Design tjmono_rx_core, sky130hd; sources not shown.
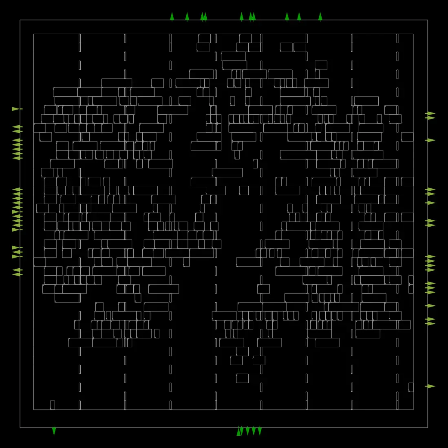
run_1/placement.png
tap cells: 176
flop share of the area: 38.9%
flop count: 84
post-route insts no fill: 641

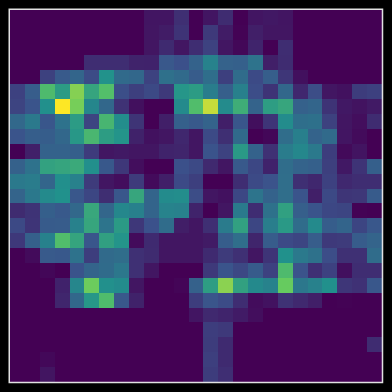
run_1/metal_density.png
Drawn at 3 px/um. 25 x 25 tiles, from dark purple (low) to yellow (high), scaled to the fullest tile. Values are wire area over tile area, all layers added.
fullest tile = 0.44
tiles over half the peak = 7.2%
densest ninth of the die = left middle
mean over tiles = 0.077
nearly empty tiles = 35%
Post-Route WL: 7370 um
Avg WL per Cell: 11.5 um

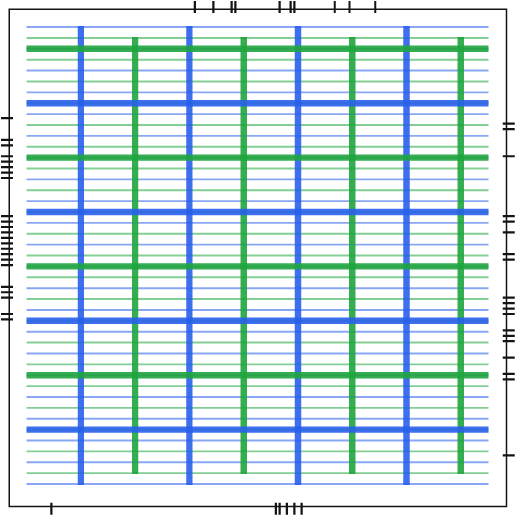
run_1/power_grid.png
Drawn at 4 px/um. Pins as bars on the die edge.
green -> VDD
blue -> VSS
met1 rails = 43
met5 straps = 8
signal pins = 58
Peak supply drop: 475 uV
core area: 13200 um^2
die height: 124 um
die width: 124 um

==> out/qor.csv, run 1 <==
stage,metric,value,unit
timing,max_freq,354,MHz
layout,signal_buffers,58,
outcome,outcome,"complete, no violations",
route,routed_via_density,4.44,
synth,top_cells_by_count,"nand2_1 (118), dfxtp_1 (84), a21oi_1 (66), clkbuf_1 (21), nor2_1 (21)",
synth,ys_sh_adder,1.12,%
run,max-cap-violations,0,
critical_path,cp-end-kind,output pin,
critical_path,cp.buffers_inverters,3,
min_path,hp-class,reg2reg,
critical_path,crit_slowest_cell,clkdlybuf4s50_1,
timing,rsz0062_at_grt,false,
synth,xor_share,2.61,%
layout,final_net_count,469,
layout,ff_latch_area,1680,um^2
layout,inv_count,9,
placed_design,dp_hpwl,4860,um
critical_path,regToRegSetupSlack,910,ps
synth,top_cell_area_share,50.0,%
grt,grt_pass1_vias,2655,
floorplan,placementRows,42,
route,drt-pass1-iter-count,4,
placed_design,placed_area,4030,um^2
clocking,cts_resized,0,
clocking,htreeDepth,3,
-- run 1: layer usage --
metal  track usage [%]  share of wire [%]
met2              15.8                 44
met1              12.4                 48
met3              4.95                7.0
met4              3.08                1.1
met5                 0                  0
-- run 1: cell families (layout without fill, tap and decap cells) --
group                      count (synthesis)  count (layout)
xor gates and xnor gates                  10              10
buffers and inverters                     39              83
AOI/OAI and AO/OA                         82              82
DFF                                       84              84
adders and majority gates                  3               3
other                                      1               4
and+or+nand+nor                          196             196
muxes                                      3               3
-- run 1: where the power goes --
| part | internal (uW) | total (uW) | switching [uW] |
|---|---|---|---|
| Sequential | 1050 | 1130 | 73.4 |
| Clock | 593 | 1010 | 420 |
| Combinational | 182 | 491 | 309 |
| Total | 1830 | 2630 | 803 |
run_1/detail.png
Window x 37 to 87, y 62 to 112 um. Cells in grey, sequential cells in the stronger grey; small squares are vias.
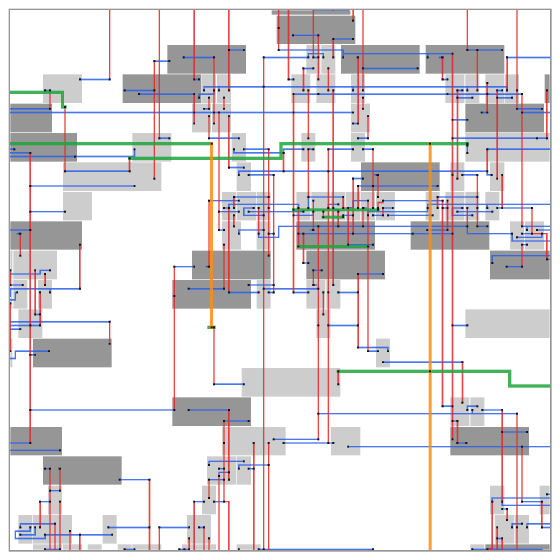

==> inputs of run 2 (changes only) <==
--- a/config.mk
+++ b/config.mk
@@ -5,12 +5,14 @@
 export SDC_FILE = /design/constraint.sdc
 export NUM_CORES = 1
 export LEC_CHECK = 0
+export ABC_AREA = 1
 export ABC_CLOCK_PERIOD_IN_PS = 3300
 export CORE_MARGIN = 4
 export CORE_UTILIZATION = 25
 export CTS_CLUSTER_DIAMETER = 150
 export DETAILED_ROUTE_END_ITERATION = 7
 export PLACE_DENSITY = 0.55
+export SETUP_SLACK_MARGIN = 0.05
 export SLEW_MARGIN = 10
 export SYNTH_ARGS = -nofsm -noshare
 export SYNTH_HDL_FRONTEND = slang
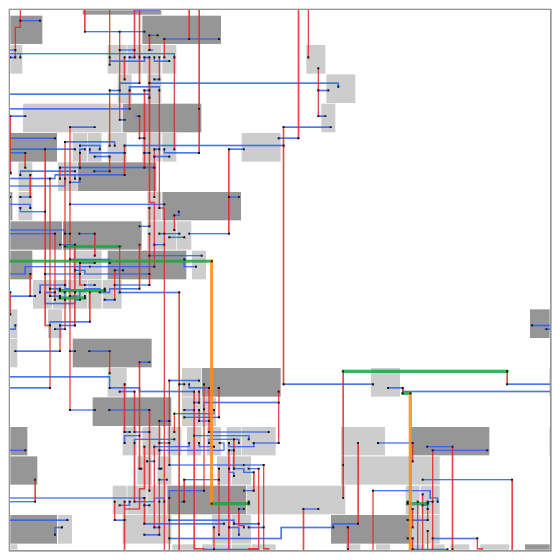
run_2/detail.png
Window x 37 to 87, y 62 to 112 um. Cells in grey, sequential cells in the stronger grey; small squares are vias.
orange -> metal 4
green -> metal 3
blue -> metal 1
red -> metal 2
most frequent = dfxtp_1 (15), nand2_1 (13), nor2_1 (12)
sequential cells in the window = 15
cells with their middle in the window = 77

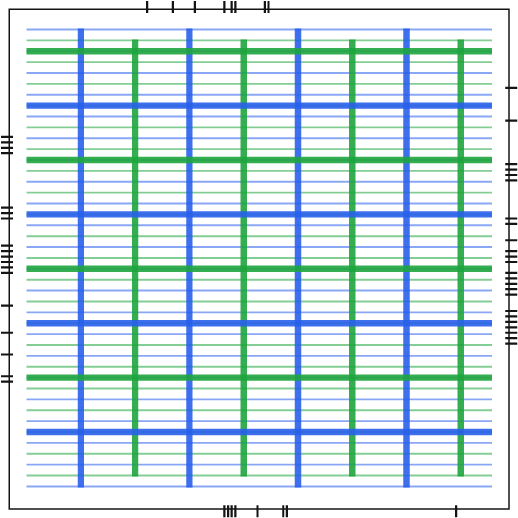
run_2/power_grid.png
Drawn at 4 px/um. Pins as bars on the die edge.
green -> VDD
blue -> VSS
met4 straps = 8
signal pins = 58
Peak supply drop: 267 uV
die height: 125 um
die width: 125 um
core area: 13300 um^2

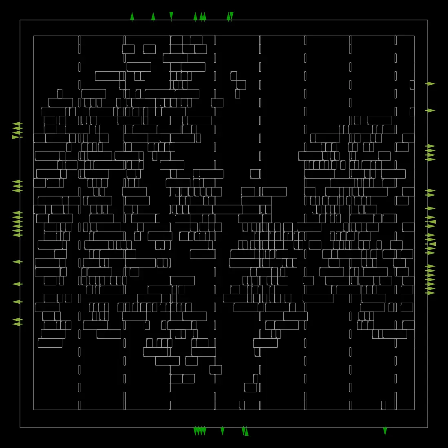
run_2/placement.png
flop share of the area: 38.6%
post-route insts no fill: 688
row count: 42
layout filler cell count: 1422

==> run 2 against run 1 <==
  * Sequential power fell by about 10%
  * Highest routed layer unchanged
  * Flip-flop count stayed put
  * Critical path depth down 1
  * Clock power hardly changed
  * Routed wire length grew 6.1%
  * Largest cell class unchanged
  * Clock skew up 4.8 ps
==> out/qor.csv, run 2 <==
stage,metric,value,unit
route,wl,7820,um
route,top_layer_used,met4,
critical_path,regToRegSetupSlack,1220,ps
power,p_seq,1020,uW
clocking,htreeDepth,3,
grt,grt_busiest_layer,met2,
critical_path,crit_slowest_cell,clkdlybuf4s50_1,
timing,clock_skew,9.94,ps
run,max-cap-violations,0,
grt,grt_pass1_vias,2964,
synth,yosys_cells,459,
route,met1_length,3690,um
layout,final_net_count,516,
power,clk-power,978,uW
layout,ff_count,84,
power,swShare,23.4,%
placed_design,placed_area,4070,um^2
power,seqPwrFrac,49.4,%
power,intPower,1590,uW
placed_design,gp_congestion,0.749,
timing,final-max-slew-violation-count,0,
layout,signal_buffers,58,
synth,topCellsByArea,"dfxtp_1 (50%), nand2_1 (11%), nor2_1 (9.5%), a21oi_1 (6.9%), o21ai_0 (5.2%)",
layout,ff_latch_area,1680,um^2
route,drt-pass1-iter-count,4,
power,clkPwrFrac,47.3,%
critical_path,crit_type,in2out,
power,power,2070,uW
outcome,outcome,"complete, no violations",
synth,top_cell_area_share,49.5,%
critical_path,cp-end-kind,output pin,
clocking,post_cts_buffers,0,
clocking,numCtsBuffers,9,
timing,fin_ws,567,ps
critical_path,crit_arrival,2070,ps
power,p_sw,485,uW
grt,use_met1,12.5,%
synth,top_cells_by_count,"nand2_1 (95), nor2_1 (86), dfxtp_1 (84), a21oi_1 (47)",
route,routed_via_density,4.36,
grt,use_met3,3.47,%
grt,use_met2,17.5,%
route,met3_length,366,um
power,power.group.top,registers,
power,combPwrFrac,3.3,%
layout,inv_count,38,
timing,rsz0062_at_grt,false,
route,wl_met2,3640,um
critical_path,cp.buffers_inverters,2,
## run 2: cell types whose count changed after synthesis, moves of 6 or more
cell | before | now
nor2_1 | 21 | 86
o21ai_0 | 7 | 35
inv_1 | 9 | 35
nand2_1 | 118 | 95
a21oi_1 | 66 | 47
clkbuf_1 | 21 | 9
nand3_1 | 4 | 14
or3_1 | 7 | 0
xnor2_1 | 8 | 1
nor2b_1 | 6 | 0
nor4_1 | 6 | 0
## run 2: logic make-up (layout without fill, tap and decap cells)
family	after synthesis	in the layout	synth area share, %
XOR/XNOR	3	3	0.774
other	1	4	0.110
adder cells (fa/ha/maj)	3	3	1.11
buffers and inverters	62	112	7.85
flip-flops	84	84	49.5
AND-OR/OR-AND	92	92	14.2
AND/OR/NAND/NOR	214	214	26.4
Power figures rest on the tool's default switching activity, not on a simulated workload.
